**PDN straps and rails**

Bar = 20 µm. Pins as bars on the die edge. Tap cells in grey.
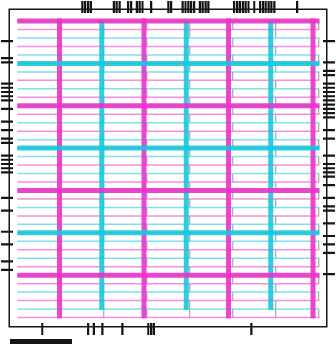
**Cells coloured by class**

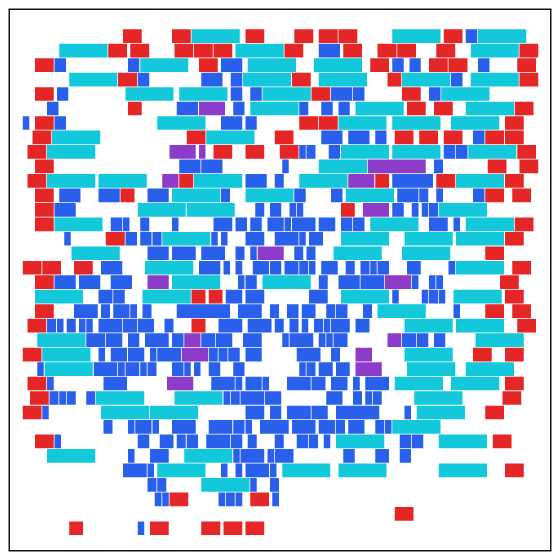
**Routed clock nets over the placement**

Bar = 20 µm.
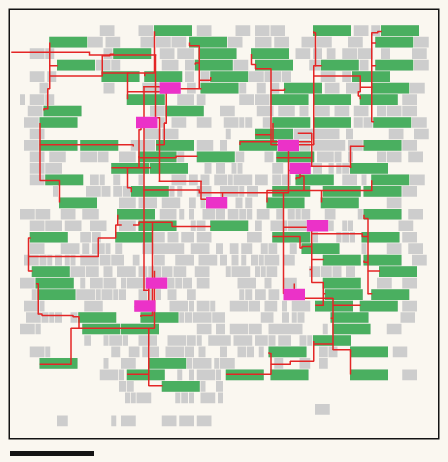
**Wiring by layer**

Bar = 20 µm. Only two layers are drawn.
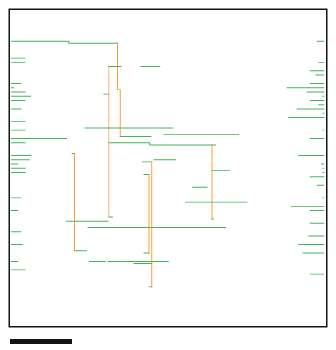
**Clock nets**

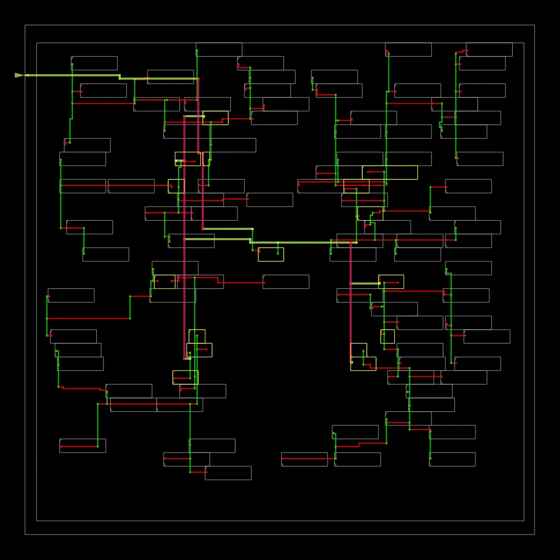
**config.mk**
```make
export PLATFORM = sky130hd
export DESIGN_NAME = regfile_op_sequencer
export DESIGN_NICKNAME = d
export VERILOG_FILES = /design/src/rtl/regfile_op_sequencer.sv
export SDC_FILE = /design/constraint.sdc
export NUM_CORES = 1
export LEC_CHECK = 0
export CAP_MARGIN = 10
export CORE_MARGIN = 2
export CORE_UTILIZATION = 46
export CTS_CLUSTER_DIAMETER = 40
export DETAILED_ROUTE_END_ITERATION = 10
export GPL_ROUTABILITY_DRIVEN = 0
export PLACE_DENSITY_LB_ADDON = 0.3
export SKIP_CTS_REPAIR_TIMING = 1
export SYNTH_ARGS = -nofsm -noshare
export SYNTH_HDL_FRONTEND = slang
export SYNTH_SLANG_ARGS = --single-unit
```
**constraint.sdc**
```tcl
create_clock -name clk_i -period 2.9 [get_ports clk_i]
set_input_delay 0.87 -clock clk_i [delete_from_list [all_inputs] [get_ports clk_i]]
set_output_delay 0.87 -clock clk_i [all_outputs]
set_load 0.005 [all_outputs]
```
**src/rtl/regfile_op_sequencer.sv**
```systemverilog
// regfile_op_sequencer
// Initiator-side controller for a register bank. The bank has two combinational
// read ports and one synchronous write port, and register 0 always reads as 0.
// The controller accepts one register-to-register operation per request, fetches
// its operands from the bank, runs the ALU, writes the result back and returns it
// on a valid/ready response channel.
// Sequence: IDLE -> READ -> EXEC -> WRITE -> RESP -> IDLE.
// Every output is registered. Each output register is loaded from the state the
// FSM is about to enter, so the outputs line up with that state's cycle.
// Optional feature: define STATUS_FLAGS_EN to enable the zero and carry/borrow
// flags. When it is not defined, flag_zero_o and flag_carry_o are tied to 0.
module regfile_op_sequencer #(
    parameter int N = 8,
    parameter int W = 8
) (
    input  logic         clk_i,
    input  logic         rst_ni,
    input  logic         req_valid_i,
    output logic         req_ready_o,
    input  logic [2:0]   req_op_i,
    input  logic [N-1:0] req_rs1_i,
    input  logic [N-1:0] req_rs2_i,
    input  logic [N-1:0] req_rd_i,
    input  logic [W-1:0] req_imm_i,
    output logic [N-1:0] bank_addr_rs1_o,
    output logic [N-1:0] bank_addr_rs2_o,
    output logic [N-1:0] bank_addr_rd_o,
    output logic [W-1:0] bank_data_o,
    output logic         bank_we_o,
    input  logic [W-1:0] bank_rs1_i,
    input  logic [W-1:0] bank_rs2_i,
    output logic         rsp_valid_o,
    input  logic         rsp_ready_i,
    output logic [W-1:0] rsp_data_o,
    output logic         flag_zero_o,
    output logic         flag_carry_o
);

    typedef enum logic [2:0] {
        S_IDLE  = 3'd0,
        S_READ  = 3'd1,
        S_EXEC  = 3'd2,
        S_WRITE = 3'd3,
        S_RESP  = 3'd4
    } state_t;

    localparam logic [2:0] OP_ADD  = 3'd0;
    localparam logic [2:0] OP_SUB  = 3'd1;
    localparam logic [2:0] OP_AND  = 3'd2;
    localparam logic [2:0] OP_OR   = 3'd3;
    localparam logic [2:0] OP_XOR  = 3'd4;
    localparam logic [2:0] OP_MOVI = 3'd5;
    localparam logic [2:0] OP_MOV  = 3'd6;
    localparam logic [2:0] OP_CMP  = 3'd7;

    // ALU result, modulo 2**W. CMP computes the same difference as SUB.
    function automatic logic [W-1:0] alu_result(
        input logic [2:0]   op,
        input logic [W-1:0] a,
        input logic [W-1:0] b,
        input logic [W-1:0] imm
    );
        logic [W-1:0] r;
        case (op)
            OP_ADD:  r = a + b;
            OP_SUB:  r = a - b;
            OP_AND:  r = a & b;
            OP_OR:   r = a | b;
            OP_XOR:  r = a ^ b;
            OP_MOVI: r = imm;
            OP_MOV:  r = a;
            OP_CMP:  r = a - b;
            default: r = {W{1'b0}};
        endcase
        return r;
    endfunction

    state_t       state_q, state_d;
    logic [2:0]   op_q, op_d;
    logic [N-1:0] rd_q, rd_d;
    logic [W-1:0] imm_q, imm_d;
    logic [W-1:0] opa_q, opa_d;
    logic [W-1:0] opb_q, opb_d;
    logic [W-1:0] result_q, result_d;
    logic         req_ready_q, req_ready_d;
    logic [N-1:0] addr_rs1_q, addr_rs1_d;
    logic [N-1:0] addr_rs2_q, addr_rs2_d;
    logic [N-1:0] addr_rd_q, addr_rd_d;
    logic [W-1:0] bank_data_q, bank_data_d;
    logic         bank_we_q, bank_we_d;
    logic         rsp_valid_q, rsp_valid_d;
    logic [W-1:0] rsp_data_q, rsp_data_d;
    logic [W-1:0] alu_res_s;

    assign alu_res_s = alu_result(op_q, opa_q, opb_q, imm_q);

    // Next-state logic and datapath register loads, one step per state
    always_comb begin
        state_d  = state_q;
        op_d     = op_q;
        rd_d     = rd_q;
        imm_d    = imm_q;
        opa_d    = opa_q;
        opb_d    = opb_q;
        result_d = result_q;
        case (state_q)
            S_IDLE: begin
                if (req_valid_i && req_ready_q) begin
                    op_d    = req_op_i;
                    rd_d    = req_rd_i;
                    imm_d   = req_imm_i;
                    state_d = S_READ;
                end else begin
                    state_d = S_IDLE;
                end
            end
            S_READ: begin
                opa_d   = bank_rs1_i;
                opb_d   = bank_rs2_i;
                state_d = S_EXEC;
            end
            S_EXEC: begin
                result_d = alu_res_s;
                state_d  = S_WRITE;
            end
            S_WRITE: begin
                state_d = S_RESP;
            end
            S_RESP: begin
                if (rsp_ready_i) begin
                    state_d = S_IDLE;
                end else begin
                    state_d = S_RESP;
                end
            end
            default: begin
                state_d = S_IDLE;
            end
        endcase
    end

    // Output register loads, decoded from the state being entered; bus stays 0 elsewhere
    always_comb begin
        req_ready_d = (state_d == S_IDLE);
        addr_rs1_d  = {N{1'b0}};
        addr_rs2_d  = {N{1'b0}};
        addr_rd_d   = {N{1'b0}};
        bank_data_d = {W{1'b0}};
        bank_we_d   = 1'b0;
        rsp_valid_d = 1'b0;
        rsp_data_d  = {W{1'b0}};
        case (state_d)
            S_READ: begin
                // READ is only ever entered from an accept, so the request fields are live
                addr_rs1_d = req_rs1_i;
                addr_rs2_d = req_rs2_i;
            end
            S_WRITE: begin
                addr_rd_d   = rd_q;
                bank_data_d = result_d;
                bank_we_d   = (rd_q != {N{1'b0}}) && (op_q != OP_CMP);
            end
            S_RESP: begin
                rsp_valid_d = 1'b1;
                rsp_data_d  = result_d;
            end
            default: begin
                addr_rs1_d = {N{1'b0}};
            end
        endcase
    end

    // State, datapath and output registers; reset drops any operation in flight
    always_ff @(posedge clk_i or negedge rst_ni) begin
        if (!rst_ni) begin
            state_q     <= S_IDLE;
            op_q        <= 3'd0;
            rd_q        <= {N{1'b0}};
            imm_q       <= {W{1'b0}};
            opa_q       <= {W{1'b0}};
            opb_q       <= {W{1'b0}};
            result_q    <= {W{1'b0}};
            req_ready_q <= 1'b0;
            addr_rs1_q  <= {N{1'b0}};
            addr_rs2_q  <= {N{1'b0}};
            addr_rd_q   <= {N{1'b0}};
            bank_data_q <= {W{1'b0}};
            bank_we_q   <= 1'b0;
            rsp_valid_q <= 1'b0;
            rsp_data_q  <= {W{1'b0}};
        end else begin
            state_q     <= state_d;
            op_q        <= op_d;
            rd_q        <= rd_d;
            imm_q       <= imm_d;
            opa_q       <= opa_d;
            opb_q       <= opb_d;
            result_q    <= result_d;
            req_ready_q <= req_ready_d;
            addr_rs1_q  <= addr_rs1_d;
            addr_rs2_q  <= addr_rs2_d;
            addr_rd_q   <= addr_rd_d;
            bank_data_q <= bank_data_d;
            bank_we_q   <= bank_we_d;
            rsp_valid_q <= rsp_valid_d;
            rsp_data_q  <= rsp_data_d;
        end
    end

    assign req_ready_o     = req_ready_q;
    assign bank_addr_rs1_o = addr_rs1_q;
    assign bank_addr_rs2_o = addr_rs2_q;
    assign bank_addr_rd_o  = addr_rd_q;
    assign bank_data_o     = bank_data_q;
    assign bank_we_o       = bank_we_q;
    assign rsp_valid_o     = rsp_valid_q;
    assign rsp_data_o      = rsp_data_q;

`ifdef STATUS_FLAGS_EN
    // Carry-out for ADD, borrow (A < B) for SUB/CMP, 0 for all other ops
    function automatic logic alu_carry(
        input logic [2:0]   op,
        input logic [W-1:0] a,
        input logic [W-1:0] b
    );
        logic [W:0] wide;
        logic       c;
        case (op)
            OP_ADD: begin
                wide = {1'b0, a} + {1'b0, b};
                c    = wide[W];
            end
            OP_SUB, OP_CMP: begin
                c = (a < b);
            end
            default: begin
                c = 1'b0;
            end
        endcase
        return c;
    endfunction

    logic flag_zero_q, flag_zero_d;
    logic flag_carry_q, flag_carry_d;

    // Flags are sampled with the result in EXEC and held until the next EXEC
    always_comb begin
        flag_zero_d  = flag_zero_q;
        flag_carry_d = flag_carry_q;
        if (state_q == S_EXEC) begin
            flag_zero_d  = (alu_res_s == {W{1'b0}});
            flag_carry_d = alu_carry(op_q, opa_q, opb_q);
        end else begin
            flag_zero_d  = flag_zero_q;
            flag_carry_d = flag_carry_q;
        end
    end

    // Flag registers
    always_ff @(posedge clk_i or negedge rst_ni) begin
        if (!rst_ni) begin
            flag_zero_q  <= 1'b0;
            flag_carry_q <= 1'b0;
        end else begin
            flag_zero_q  <= flag_zero_d;
            flag_carry_q <= flag_carry_d;
        end
    end

    assign flag_zero_o  = flag_zero_q;
    assign flag_carry_o = flag_carry_q;
`else
    assign flag_zero_o  = 1'b0;
    assign flag_carry_o = 1'b0;
`endif

endmodule

```
==> impl_metrics.tcl <==
# metrics dict for downstream scripts
set metrics [dict create \
    status "finished, final reports clean" \
    crit_path_max_fanout 6 \
    finalNonFillerCells 630 \
    cts_tree "yes" \
    avgSynthCellArea_um2 11.0 \
    final_cell_mix "clkdlybuf4s50_1 (96), dfrtp_1 (89), nand2_1 (36)" \
    yosys_most_used_dff "dfrtp_1" \
    syn_area_um2 4370 \
    worstSetupStartpointType "register" \
    drc_errors 0 \
    dr_total_vias 3246 \
    nNetsFinal 576 \
    synth-cells-yosys 397 \
    clockBufferDepth 2 \
    p_seq_share_pct 31.8 \
    numSynthFlops 89 \
    power_density_nw_per_um2 1160 \
    final.min_clock_period_ns 2.76 \
    r2r_start "op_q[2]" \
    r2r_slack_ns 0.14 \
    report.final.slew_viol_count 0 \
    min_to "result_q[7]" \
    antenna_cells 0 \
    port_buffers 97 \
    yosys-stat-area_um2 4370 \
    drive_gt1_share_pct 12.2 \
    period_used_pct 95.2 \
    peakVddDrop_mv 0.581 \
    ys_types 53 \
    synth_warnings 0 \
    synth-edff-count 0 \
    placed_cells 614 \
    min-delay-start "result_q[7]" \
    p_leak_nw 2.55 \
    htreeDepth 3 \
    timing.rr.end "result_q[6]" \
    hold_class "register to register" \
    setup_viol_count_final 0 \
    grt_pass1_wl_um 14800 \
    initial_core_util_pct 47.3 \
    drtIter0Drc 178 \
    cp-startpoint "op_q[2]" \
    worstMarginPinSlew_ns 0.610 \
    grt_usage_pct 18.7 \
    wl_per_cell_um 14.7 \
    drt-total-wl_um 9260 \
    endpoint "result_q[6]" \
    clkTransAtPathRegs_ns 0.09 \
    hold_depth 2 \
    intPower_mw 3.84 \
    synth-async-reset-ratio_pct 100 \
    vias_per_cell 5.15 \
    p_switching_mw 2.70 \
    tool_warnings 35 \
    antenna_found_initial 0 \
    crit_required_ns 3.14 \
    yosysTopAreaCell "dfrtp_1" \
    grt_pass1_vias 3103 \
    relSlewSlack_pct 59.3 \
    r2r_cells 9 \
    synth.area.top_cells "dfrtp_1 (51%), ha_1 (6.9%), mux2_2 (5.4%)" \
    clock.fmax_mhz 362 \
    synth_top_area_share_pct 51.0 \
    firstDrtPassIters 4 \
    worst-setup-path-type "register to register" \
    layout-area-overhead-vs-synth_pct 29.3 \
    swShare_pct 41.2 \
    drv_cap 0 \
]
Back to the opening pictures, 'PDN straps and rails':
net	colour
VDD	cyan
VSS	magenta
signal pins	100
rows	35
met1 rails	36
met4 straps	7
tap cells	129
core footprint: 9240 µm²
Die Wd: 101 µm
Die Ht: 101 µm

Back to the opening pictures, 'cells coloured by class':
class	colour	cells
clock drivers and dummy loads	purple	16
flops	cyan	89
other buffers and delay cells	red	106
combinational and other logic	blue	290
flop share of the area: 39.4%
final core utilization: 61.2%
row cnt: 35
final instance area: 5650 µm²

Back to the opening pictures, 'routed clock nets over the placement':
[flip-flops] green | count: 89
[clock wires] red | length: 997 µm
[clock drivers] magenta | count: 9
flops lie	all over the die
Worst Skew: 0.00797 ns
Clk network pwr share: 13.3%
Worst-Skew Late Latency: 0.35 ns
Clock net power: 0.871 mW

Back to the opening pictures, 'wiring by layer':
layer	colour	wire length
metal 4	orange	200 µm
metal 3	green	504 µm

Back to the opening pictures, 'clock nets':
number of clock buffers in the layout: 10
CTS Buf Count: 9
clock sinks: 89
Flops: 89

==> layout make-up <==
cell class              count  area (µm²)
repair buffers            106        1040
well taps                 129         161
multi-input cells         268        1940
inverters                  22        82.6
fillers                   766        3590
clock inverters             6        75.1
flip-flops and latches     89        2230
clock buffers              10         128
==> worst max-delay path, stage by stage, from the launching register on <==
cell and delay [ns]:
dfrtp_1 0.45, xnor2_4 0.17, and2_2 0.24, mux2i_1 0.19, fa_2 0.41, a211o_1 0.32
a21oi_1 0.18, mux2i_1 0.25, a211oi_2 0.12, or2_2 0.32
==> cell families after synthesis <==
kind of cell             share of synthesized area (%)
AND-OR/OR-AND                                     12.5
XOR/XNOR                                          2.23
adder cells (fa/ha/maj)                           7.33
buffers and inverters                             4.81
flip-flops                                        51.0
multiplexers                                      7.01
other                                           0.0858
AND/OR/NAND/NOR                                   15.1
==> registers in the layout (all words and copies together) (netlist names) <==
| name | flops |
|---|---|
| req_ready_o | 1 |
| bank_addr_rs1_o | 8 |
| result_q | 8 |
| rsp_valid_o | 1 |
| op_q | 3 |
| bank_we_o | 1 |
| bank_addr_rd_o | 8 |
| rd_q | 8 |
| rsp_data_o | 8 |
| imm_q | 8 |
| bank_addr_rs2_o | 8 |
| bank_data_o | 8 |
| state_q | 3 |
| opa_q | 8 |
| opb_q | 8 |
==> per-layer routing <==
layer | up-vias | GRT usage, % | share of wire (%)
met2 | 91 | 29.1 | 47
met3 | 16 | 3.11 | 5.4
met1 | 1580 | 26.2 | 45
li1 | 1559 | - | -
met4 | 0 | 7.28 | 2.1
met5 | - | 0 | 0
==> Yosys cell counts, types with 2 or more instances <==
cell type / n
clkbuf_1: 5
nand2b_1: 10
and2_1: 25
a221o_1: 2
buf_2: 5
o2bb2ai_1: 4
buf_4: 7
a22oi_1: 2
o31ai_2: 2
o21ai_0: 26
dfrtp_1: 89
nor2_1: 16
a211oi_1: 2
o31ai_1: 2
nor4_1: 4
or2_2: 3
mux2i_1: 7
nor2b_1: 5
o21a_1: 5
a211o_1: 3
mux2_2: 21
a31oi_1: 4
xnor2_1: 8
ha_1: 24
a21oi_1: 14
and3_1: 8
nor3_1: 10
inv_1: 22
nand2_1: 36
a21o_1: 2
o211a_1: 2
==> power groups by stage <==
stage	Clock (mW)	Combinational, mW	Sequential (mW)
3_5_place_dp	0	3.54	2.10
6_report	0.871	3.59	2.08
4_1_cts	0.897	3.56	2.07
5_1_grt	0.943	4.03	2.14
2_1_floorplan	0	2.65	2.00
3_3_place_gp	0	3.42	2.08
==> through the flow <==
step / area, µm² / hold slack (ns) / power (mW) / worst slack, ns
2_1_floorplan: 4370 / 0.437 / 4.65 / 0.0106
3_3_place_gp: 5440 / 0.452 / 5.50 / 0.145
3_5_place_dp: 5440 / 0.462 / 5.63 / 0.0616
4_1_cts: 5650 / 0.488 / 6.54 / 0.0429
5_1_grt: 5650 / 0.515 / 7.11 / 0.0223
6_report: 5650 / 0.486 / 6.54 / 0.140
Power figures rest on the tool's default switching activity, not on a simulated workload.
